### Signal wires by layer, run 1

Scale: 2 px per um. Only two layers are drawn.
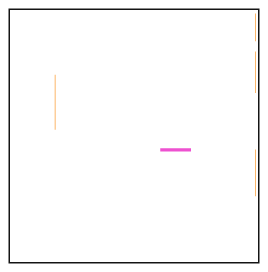
### Logic cells by family, run 1

Scale: 3 px per um.
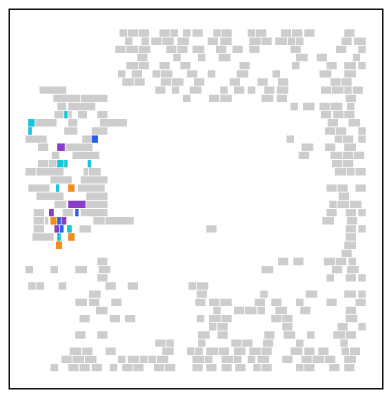
### The clock network, run 1

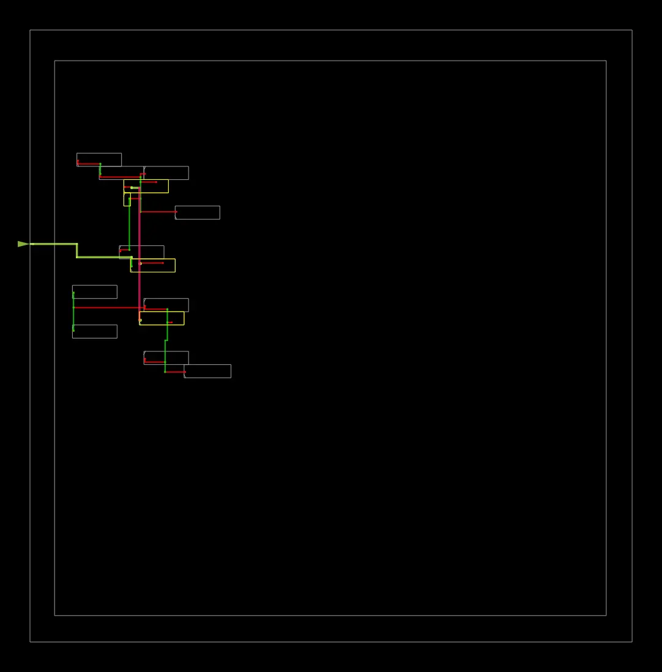
File: config.mk
export PLATFORM = sky130hd
export DESIGN_NAME = obi_rr_arbiter
export DESIGN_NICKNAME = d
export VERILOG_FILES = /design/src/rtl/obi_arb_pkg.sv /design/src/rtl/obi_arb_id_fifo.sv /design/src/rtl/obi_rr_arbiter.sv
export SDC_FILE = /design/constraint.sdc
export NUM_CORES = 1
export LEC_CHECK = 0
export CAP_MARGIN = 15
export CORE_AREA = 5 5 119 121
export CTS_CLUSTER_DIAMETER = 60
export CTS_CLUSTER_SIZE = 25
export DETAILED_ROUTE_END_ITERATION = 12
export DIE_AREA = 0 0 124 126
export PLACE_DENSITY_LB_ADDON = 0.2
export SLEW_MARGIN = 20
export SYNTH_ARGS = -nofsm -noshare
export SYNTH_HDL_FRONTEND = slang
export SYNTH_SLANG_ARGS = --single-unit
File: constraint.sdc
create_clock -name s00_axi_aclk -period 4.69 [get_ports s00_axi_aclk]
set_input_delay 1.407 -clock s00_axi_aclk [delete_from_list [all_inputs] [get_ports s00_axi_aclk]]
set_output_delay 1.407 -clock s00_axi_aclk [all_outputs]
set_load 0.05 [all_outputs]
File: src/rtl/obi_arb_pkg.sv
// +----------------------------------------------------------------------------+
// | Package    : obi_arb_pkg                                                   |
// | Description: Shared constants and index-width helper for the OBI arbiter.  |
// | Revision   : 1.0 - initial release                                         |
// +----------------------------------------------------------------------------+
`default_nettype none

package obi_arb_pkg;

    localparam int c_NUM_REQ_DEF         = 2;
    localparam int c_MAX_OUTSTANDING_DEF = 2;
    localparam int c_BE_WIDTH            = 4;

    function automatic int clog2(input int n);
        int r;
        r = 0;
        while ((1 << r) < n) begin
            r++;
        end
        return r;
    endfunction

endpackage

`default_nettype wire

File: src/rtl/obi_arb_id_fifo.sv
// +----------------------------------------------------------------------------+
// | Module     : obi_arb_id_fifo                                               |
// | Description: Small FIFO holding the requester index of each granted,       |
// |              not-yet-answered OBI transaction.                             |
// | Revision   : 1.0 - initial release                                         |
// +----------------------------------------------------------------------------+
`default_nettype none

module obi_arb_id_fifo
    import obi_arb_pkg::*;
#(
    parameter int DEPTH = c_MAX_OUTSTANDING_DEF,
    parameter int WIDTH = 1
) (
    input  logic             clk_i,
    input  logic             rst_ni,
    input  logic             push,
    input  logic             pop,
    input  logic [WIDTH-1:0] din,
    output logic [WIDTH-1:0] dout,
    output logic             full,
    output logic             empty
);

    localparam int PTR_W = (clog2(DEPTH) < 1) ? 1 : clog2(DEPTH);
    localparam int CNT_W = clog2(DEPTH + 1);

    logic [WIDTH-1:0] mem_q [DEPTH];
    logic [PTR_W-1:0] wptr_q, wptr_d;
    logic [PTR_W-1:0] rptr_q, rptr_d;
    logic [CNT_W-1:0] cnt_q, cnt_d;
    logic             do_push;
    logic             do_pop;

    function automatic logic [PTR_W-1:0] ptr_inc(input logic [PTR_W-1:0] p);
        return (p == PTR_W'(DEPTH - 1)) ? '0 : p + 1'b1;
    endfunction

    assign empty = (cnt_q == '0);
    assign full  = (cnt_q == CNT_W'(DEPTH));
    assign dout  = mem_q[rptr_q];

    // The pop is applied first, so a full FIFO may accept a push alongside a pop.
    assign do_pop  = pop & ~empty;
    assign do_push = push & (~full | do_pop);

    always_comb begin
        wptr_d = do_push ? ptr_inc(wptr_q) : wptr_q;
        rptr_d = do_pop  ? ptr_inc(rptr_q) : rptr_q;
        cnt_d  = cnt_q;
        if (do_push && !do_pop) begin
            cnt_d = cnt_q + 1'b1;
        end else if (do_pop && !do_push) begin
            cnt_d = cnt_q - 1'b1;
        end
    end

    always_ff @(posedge clk_i or negedge rst_ni) begin
        if (!rst_ni) begin
            wptr_q <= '0;
            rptr_q <= '0;
            cnt_q  <= '0;
            for (int i = 0; i < DEPTH; i++) begin
                mem_q[i] <= '0;
            end
        end else begin
            wptr_q <= wptr_d;
            rptr_q <= rptr_d;
            cnt_q  <= cnt_d;
            if (do_push) begin
                mem_q[wptr_q] <= din;
            end
        end
    end

endmodule

`default_nettype wire

File: src/rtl/obi_rr_arbiter.sv
// +----------------------------------------------------------------------------+
// | Module     : obi_rr_arbiter                                                |
// | Description: Round-robin arbiter sharing one OBI slave among NumReq        |
// |              requesters, with address-phase lock and response routing.     |
// | Revision   : 1.0 - initial release                                         |
// +----------------------------------------------------------------------------+
`default_nettype none

module obi_rr_arbiter
    import obi_arb_pkg::*;
#(
    parameter int NumReq         = c_NUM_REQ_DEF,
    parameter int WordSize       = 32,
    parameter int AddrSize       = 32,
    parameter int MaxOutstanding = c_MAX_OUTSTANDING_DEF
) (
    input  logic                         s00_axi_aclk,
    input  logic                         s00_axi_aresetn,

    input  logic [NumReq-1:0]            m_req_i,
    output logic [NumReq-1:0]            m_gnt_o,
    input  logic [NumReq-1:0]            m_we_i,
    input  logic [NumReq*c_BE_WIDTH-1:0] m_be_i,
    input  logic [NumReq*AddrSize-1:0]   m_addr_i,
    input  logic [NumReq*WordSize-1:0]   m_wdata_i,
    output logic [NumReq-1:0]            m_rvalid_o,
    output logic [NumReq*WordSize-1:0]   m_rdata_o,

    output logic                         req_o,
    output logic                         we_o,
    output logic [c_BE_WIDTH-1:0]        be_o,
    output logic [AddrSize-1:0]          addr_o,
    output logic [WordSize-1:0]          wdata_o,
    input  logic                         gnt_i,
    input  logic                         rvalid_i,
    input  logic [WordSize-1:0]          rdata_i,

    output logic                         err_o
);

    localparam int IdxW = (clog2(NumReq) < 1) ? 1 : clog2(NumReq);

    logic [IdxW-1:0] last_grant_q, last_grant_d;
    logic [IdxW-1:0] lock_idx_q, lock_idx_d;
    logic            lock_q, lock_d;
    logic            err_q, err_d;

    logic [IdxW-1:0] rr_sel;
    logic [IdxW-1:0] sel;
    logic            any_req;
    logic            lock_drop;
    logic            hs;
    logic            pop;
    logic            fifo_full;
    logic            fifo_empty;
    logic [IdxW-1:0] fifo_dout;

    always_comb begin
        logic            found;
        logic [IdxW-1:0] cand;
        rr_sel = last_grant_q;
        found  = 1'b0;
        cand   = '0;
        for (int i = 1; i <= NumReq; i++) begin
            cand = IdxW'((int'(last_grant_q) + i) % NumReq);
            if (!found && m_req_i[cand]) begin
                rr_sel = cand;
                found  = 1'b1;
            end
        end
    end

    assign any_req   = |m_req_i;
    assign sel       = lock_q ? lock_idx_q : rr_sel;
    // A locked requester that drops its request gets no grant; the lock is released instead.
    assign lock_drop = lock_q & ~m_req_i[lock_idx_q];
    assign req_o     = s00_axi_aresetn & any_req & ~fifo_full & ~lock_drop;
    assign hs        = req_o & gnt_i;
    assign pop       = s00_axi_aresetn & rvalid_i & ~fifo_empty;
    assign err_o     = err_q;
    assign m_rdata_o = {NumReq{rdata_i}};

    always_comb begin
        we_o       = 1'b0;
        be_o       = '0;
        addr_o     = '0;
        wdata_o    = '0;
        m_gnt_o    = '0;
        m_rvalid_o = '0;
        for (int i = 0; i < NumReq; i++) begin
            if (sel == IdxW'(i)) begin
                we_o       = m_we_i[i];
                be_o       = m_be_i[i*c_BE_WIDTH +: c_BE_WIDTH];
                addr_o     = m_addr_i[i*AddrSize +: AddrSize];
                wdata_o    = m_wdata_i[i*WordSize +: WordSize];
                m_gnt_o[i] = hs;
            end
            if (fifo_dout == IdxW'(i)) begin
                m_rvalid_o[i] = pop;
            end
        end
    end

    always_comb begin
        lock_d       = lock_q;
        lock_idx_d   = lock_idx_q;
        last_grant_d = last_grant_q;
        err_d        = err_q | (rvalid_i & fifo_empty);
        if (hs) begin
            lock_d       = 1'b0;
            last_grant_d = sel;
        end else if (req_o) begin
            lock_d     = 1'b1;
            lock_idx_d = sel;
        end else if (lock_drop) begin
            lock_d = 1'b0;
        end
    end

    always_ff @(posedge s00_axi_aclk or negedge s00_axi_aresetn) begin
        if (!s00_axi_aresetn) begin
            lock_q       <= 1'b0;
            lock_idx_q   <= '0;
            last_grant_q <= IdxW'(NumReq - 1);
            err_q        <= 1'b0;
        end else begin
            lock_q       <= lock_d;
            lock_idx_q   <= lock_idx_d;
            last_grant_q <= last_grant_d;
            err_q        <= err_d;
        end
    end

    obi_arb_id_fifo #(
        .DEPTH (MaxOutstanding),
        .WIDTH (IdxW)
    ) u_id_fifo (
        .clk_i  (s00_axi_aclk),
        .rst_ni (s00_axi_aresetn),
        .push   (hs),
        .pop    (pop),
        .din    (sel),
        .dout   (fifo_dout),
        .full   (fifo_full),
        .empty  (fifo_empty)
    );

endmodule

`default_nettype wire

==> impl_metrics.env, run 1 <==
# yosys + openroad results
export IMPL_diodes=0
export IMPL_sh_seq_area_pct=6.781
export IMPL_cts_tree="built"
export IMPL_fp_coreArea_um2=12980
export IMPL_final_seq_area_um2=251.5
export IMPL_crit_family="buffers and inverters"
export IMPL_startpoint_type="primary input"
export IMPL_synth_seq_share_pct=13.88
export IMPL_hold_viol_final=0
export IMPL_hold_depth=1
export IMPL_grt_first_pass_wirelength_um=11610
export IMPL_mi_logic_area_um2=1042
export IMPL_crit_arrival_ns=3.13
export IMPL_startpoint="m_req_i[1]"
export IMPL_grt_usage_pct=9.509
export IMPL_ir_worst_vdd_v=0.0004137
export IMPL_tightest_slew_ns=0.4927
export IMPL_slowest_delay_ns=0.49
export IMPL_clk_pin_slew_ns=0.04
export IMPL_synthXorXnorAreaFrac_pct=2.417
export IMPL_cp_end_kind="output port"
export IMPL_drv_slew=0
export IMPL_gp_congestion=0.8022
export IMPL_mux_area_share_pct=46.69
export IMPL_drc=0
export IMPL_comb_area_share_pct=28.10
export IMPL_p_total_mw=2.487
export IMPL_cp_num_buf_inv=3
export IMPL_synthCells=189
export IMPL_ios=315
export IMPL_top_layer="met5"
export IMPL_combPwrFrac_pct=86.9
export IMPL_taps=176
export IMPL_simple_gate_share_pct=4.558
export IMPL_first_pass_iters=4
export IMPL_numPortBuffers=218
export IMPL_grt_pass1_vias=1990
export IMPL_avgSynthCellArea_um2=9.586
export IMPL_clkCellAreaFrac_pct=2.126
export IMPL_grt_util_met1_pct=10.72
export IMPL_synth_edff_count=0
export IMPL_die_area_um2=15620
export IMPL_drive_gt1_share_pct=41.23
export IMPL_status="finished, final reports clean"
export IMPL_p_int_mw=1.075
export IMPL_numCtsBuffers=3
export IMPL_vias_per_cell=3.571
export IMPL_synthTopCellsByArea="mux2_2, buf_4, dfrtp_1, mux2_1, buf_2"
export IMPL_synth_warnings=0
export IMPL_warnings=26
export IMPL_clockBufferDepth=2
export IMPL_wl_met2_um=4167
export IMPL_fmax_mhz=220.2
export IMPL_fin_crit_sh_pct=96.84
export IMPL_antenna_left=0
export IMPL_nets=520
export IMPL_reg2reg_to="u_id_fifo.cnt_q[1]"
export IMPL_endpoint="addr_o[18]"
export IMPL_min_to="err_o"
export IMPL_drtIter0Drc=20
export IMPL_grt_busiest_layer="met2"
export IMPL_min_period_ns=4.542
export IMPL_synthTopCellsByCount="buf_4, mux2_2, mux2_1"
export IMPL_nFillCells=1365
export IMPL_p_sw_share_pct=56.78
export IMPL_num_nonclk_buffers=221
export IMPL_slowest_stage="clkdlybuf4s50_1"
export IMPL_grt_util_met3_pct=3.812
export IMPL_crit_chain="clkdlybuf4s50_1 -> o21ai_0 -> o21ai_4 -> buf_12 -> mux2_2 -> buf_4"
Notes on 'Signal wires by layer' above:
[metal 4] orange | wire length: 84.3 um
[metal 5] magenta | wire length: 13.8 um
via count: 1,850
routed wire length per instance: 16.14 um
routed wire length: 8360 um

Notes on 'Logic cells by family' above:
[AND and OR gates] orange | cells: 4 | most used: and2_1 | where: west
[NAND gates] blue | cells: 4 | most used: nand2_1 | where: west
[NOR gates] cyan | cells: 9 | most used: nor2_1
[inverting AOI/OAI gates] purple | cells: 5 | most used: o21ai_0 | where: west

Notes on 'The clock network' above:
Sink Count: 10
Power Clock: 154 uW
clock buffer count: 4
Worst Clk Skew: 0.002901 ns

[run 1: worst reg2reg max path: stages, from the launching register on]
cell and delay (ns):
dfrtp_1 0.40, mux2i_1 0.14, a2111o_1 0.50, clkinv_2 0.12, ha_1 0.26, nor2_1 0.13, xor2_1 0.16
[run 1: per-stage QoR]
stage,instances,util [%],worst slack (ns)
after floorplan,189,-,0.6398
after global placement,514,27.96,0.1515
final,518,28.57,0.1484
after global routing,518,28.57,0.04266
after CTS,518,28.57,0.1317
after detailed placement,514,27.96,0.1297
[run 1: state kept, by name (all words and copies together) (netlist names)]
register and cells:
u_id_fifo.cnt_q 2, u_id_fifo.mem_q 2, err_o 1, last_grant_q 1, lock_idx_q 1, lock_q 1, u_id_fifo.rptr_q 1, u_id_fifo.wptr_q 1
## Run 2: what changed since run 1
--- a/config.mk
+++ b/config.mk
@@ -6,13 +6,13 @@
 export NUM_CORES = 1
 export LEC_CHECK = 0
 export CAP_MARGIN = 15
-export CORE_AREA = 5 5 119 121
-export CTS_CLUSTER_DIAMETER = 60
+export CORE_AREA = 5 5 118 120
 export CTS_CLUSTER_SIZE = 25
 export DETAILED_ROUTE_END_ITERATION = 12
-export DIE_AREA = 0 0 124 126
+export DIE_AREA = 0 0 123 125
 export PLACE_DENSITY_LB_ADDON = 0.2
 export SLEW_MARGIN = 20
 export SYNTH_ARGS = -nofsm -noshare
 export SYNTH_HDL_FRONTEND = slang
+export SYNTH_HIERARCHICAL = 1
 export SYNTH_SLANG_ARGS = --single-unit
### Signal wires by layer, run 2

Scale: 2 px per um. Only two layers are drawn.
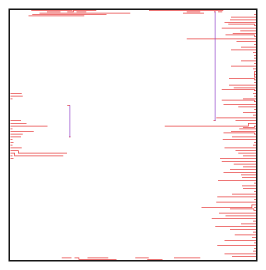
[metal 3] red | wire length: 1,300 um
[metal 4] purple | wire length: 70.0 um

### Clock distribution, run 2

Scale: 4 px per um.
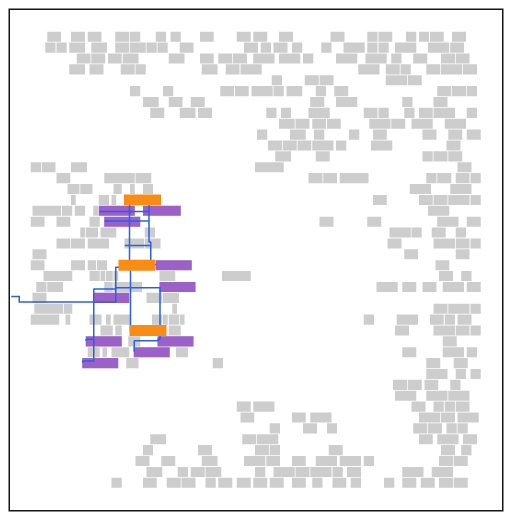
[clock wires] blue | length: 185 um
[flip-flops] purple | count: 10
[clock drivers] orange | count: 3
flops lie: west
routed clock nets: 4

==> run 2 against run 1 <==
Compared with the run above: cell count increased by 2.7%; fmax shrank 0.71%; worst hold slack better by 0.031 ns; core utilization rose by 2.8 points; critical path type unchanged; highest routed layer is now met4.
==> impl_metrics.env, run 2 <==
# yosys + openroad results
export IMPL_synth_largest_area_cell="mux2_4"
export IMPL_tns_ns=0
export IMPL_setup_viol=0
export IMPL_clk_pin_slew_ns=0.04
export IMPL_crit_arrival_ns=3.17
export IMPL_cap_violations=0
export IMPL_num_rows=42
export IMPL_fp_coreArea_um2=12870
export IMPL_nFillCells=1307
export IMPL_diodes=0
export IMPL_sequentialPowerShare_pct=6.5
export IMPL_gp_congestion=0.7963
export IMPL_drive_gt1_share_pct=46.35
export IMPL_routed_wl_um=8659
export IMPL_final_seq_area_um2=251.5
export IMPL_top_cell_area_share_pct=34.84
export IMPL_cts_tree="built"
export IMPL_r2r_start="u_id_fifo/cnt_q[0]"
export IMPL_pg_seq_uw=172
export IMPL_tightest_slew_ns=0.5056
export IMPL_startpoint_type="primary input"
export IMPL_whs_ns=0.4902
export IMPL_wire_per_inst_um=16.28
export IMPL_rsz0062_at_grt="no"
export IMPL_dr_total_vias=1977
export IMPL_final_core_util_pct=31.40
export IMPL_cts_num_sinks=10
export IMPL_synthTopCellsByCount="buf_4, mux2_4, mux2_2"
export IMPL_final_area_um2=4043
export IMPL_crit_chain="clkdlybuf4s50_1 -> and2_1 -> o31ai_4 -> buf_6 -> buf_12 -> mux2_4 -> buf_4"
export IMPL_ir_worst_vdd_v=0.0002493
export IMPL_p_clk_uw=168
export IMPL_synthFlopType="dfrtp_1"
export IMPL_p_sw_share_pct=53.09
export IMPL_drtIter0Drc=28
export IMPL_clockBufferDepth=2
export IMPL_numCtsBuffers=3
export IMPL_place_ws_ns=0.05376
export IMPL_holdCritPathClass="flop to flop"
export IMPL_drc=0
export IMPL_nets=534
export IMPL_startpoint="m_req_i[0]"
export IMPL_warnings=26
export IMPL_slowest_stage="clkdlybuf4s50_1"
export IMPL_synthCells=194
export IMPL_synth_warnings=6
export IMPL_first_pass_iters=4
export IMPL_fin_crit_sh_pct=97.53
export IMPL_vias_per_cell=3.716
export IMPL_ctsHtreeMaxLevel=1
export IMPL_hold_depth=1
export IMPL_slowest_delay_ns=0.46
export IMPL_fmax_mhz=218.6
export IMPL_reg_top3="u_id_fifo/cnt_q x2, u_id_fifo/mem_q x2"
export IMPL_grt_usage_pct=10.00
export IMPL_endpoint="wdata_o[25]"
export IMPL_cp_num_buf_inv=4
export IMPL_ios=315
export IMPL_reg2reg_to="u_id_fifo/cnt_q[1]"
export IMPL_root_buffer="clkbuf_16"
export IMPL_setup_slack_ns=0.1158
export IMPL_synth_seq_share_pct=11.67
export IMPL_cts_resized=0
export IMPL_min_period_ns=4.574
export IMPL_grt_util_met1_pct=12.05
export IMPL_p_int_mw=1.245
export IMPL_mi_logic_area_um2=1284
export IMPL_grt_first_pass_wirelength_um=12190
export IMPL_crit_cells=7
export IMPL_grt_util_met3_pct=4.878
export IMPL_most_common_cell="buf_4"
export IMPL_combPwrFrac_pct=87.2
export IMPL_min_to="err_o"
export IMPL_numPortBuffers=218
export IMPL_dp_cells=528
export IMPL_antenna_left=0
export IMPL_comb_power_mw=2.31
export IMPL_grt_busiest_layer="met2"
export IMPL_syn_to_final_growth_pct=87.63
export IMPL_p_total_mw=2.654
export IMPL_synthTopCellsByArea="mux2_4, buf_4, dfrtp_1, mux2_2, buf_12"
export IMPL_synth_edff_count=0
export IMPL_skew_ns=0.002206
export IMPL_crit_family="buffers and inverters"
export IMPL_hold_viol_final=0
export IMPL_grt_pass1_vias=2137
export IMPL_instances_no_fill=532
export IMPL_die_area_um2=15380
export IMPL_status="finished, final reports clean"
export IMPL_cp_end_kind="output port"
export IMPL_drv_slew=0
export IMPL_crit_type="primary input to output port"
export IMPL_hp_start="err_o"
export IMPL_avgSynthCellArea_um2=11.11
==> run 2: cell type report <==
type	count	share of cell area, %
inverter	2	0.1857
multi-input combinational	110	31.75
tap	176	5.447
clock buffer	4	2.197
sequential	10	6.221
timing repair buffer	230	54.19
==> run 2: cells by family after synthesis <==
logic type,count (synthesis),synth area share (%)
simple gates,23,6.155
xor+xnor,5,2.033
flops,10,11.67
mux,74,47.39
buf+inv,74,28.75
compound gates,7,3.426
fa+ha+maj,1,0.5806
==> run 2: metal layers <==
layer | vias to the layer above | share of wire [%]
met3 | 4 | 15
met4 | 0 | 0.81
li1 | 929 | -
met2 | 154 | 45
met1 | 890 | 39
met5 | - | 0
Power and IR drop assume default switching activity.
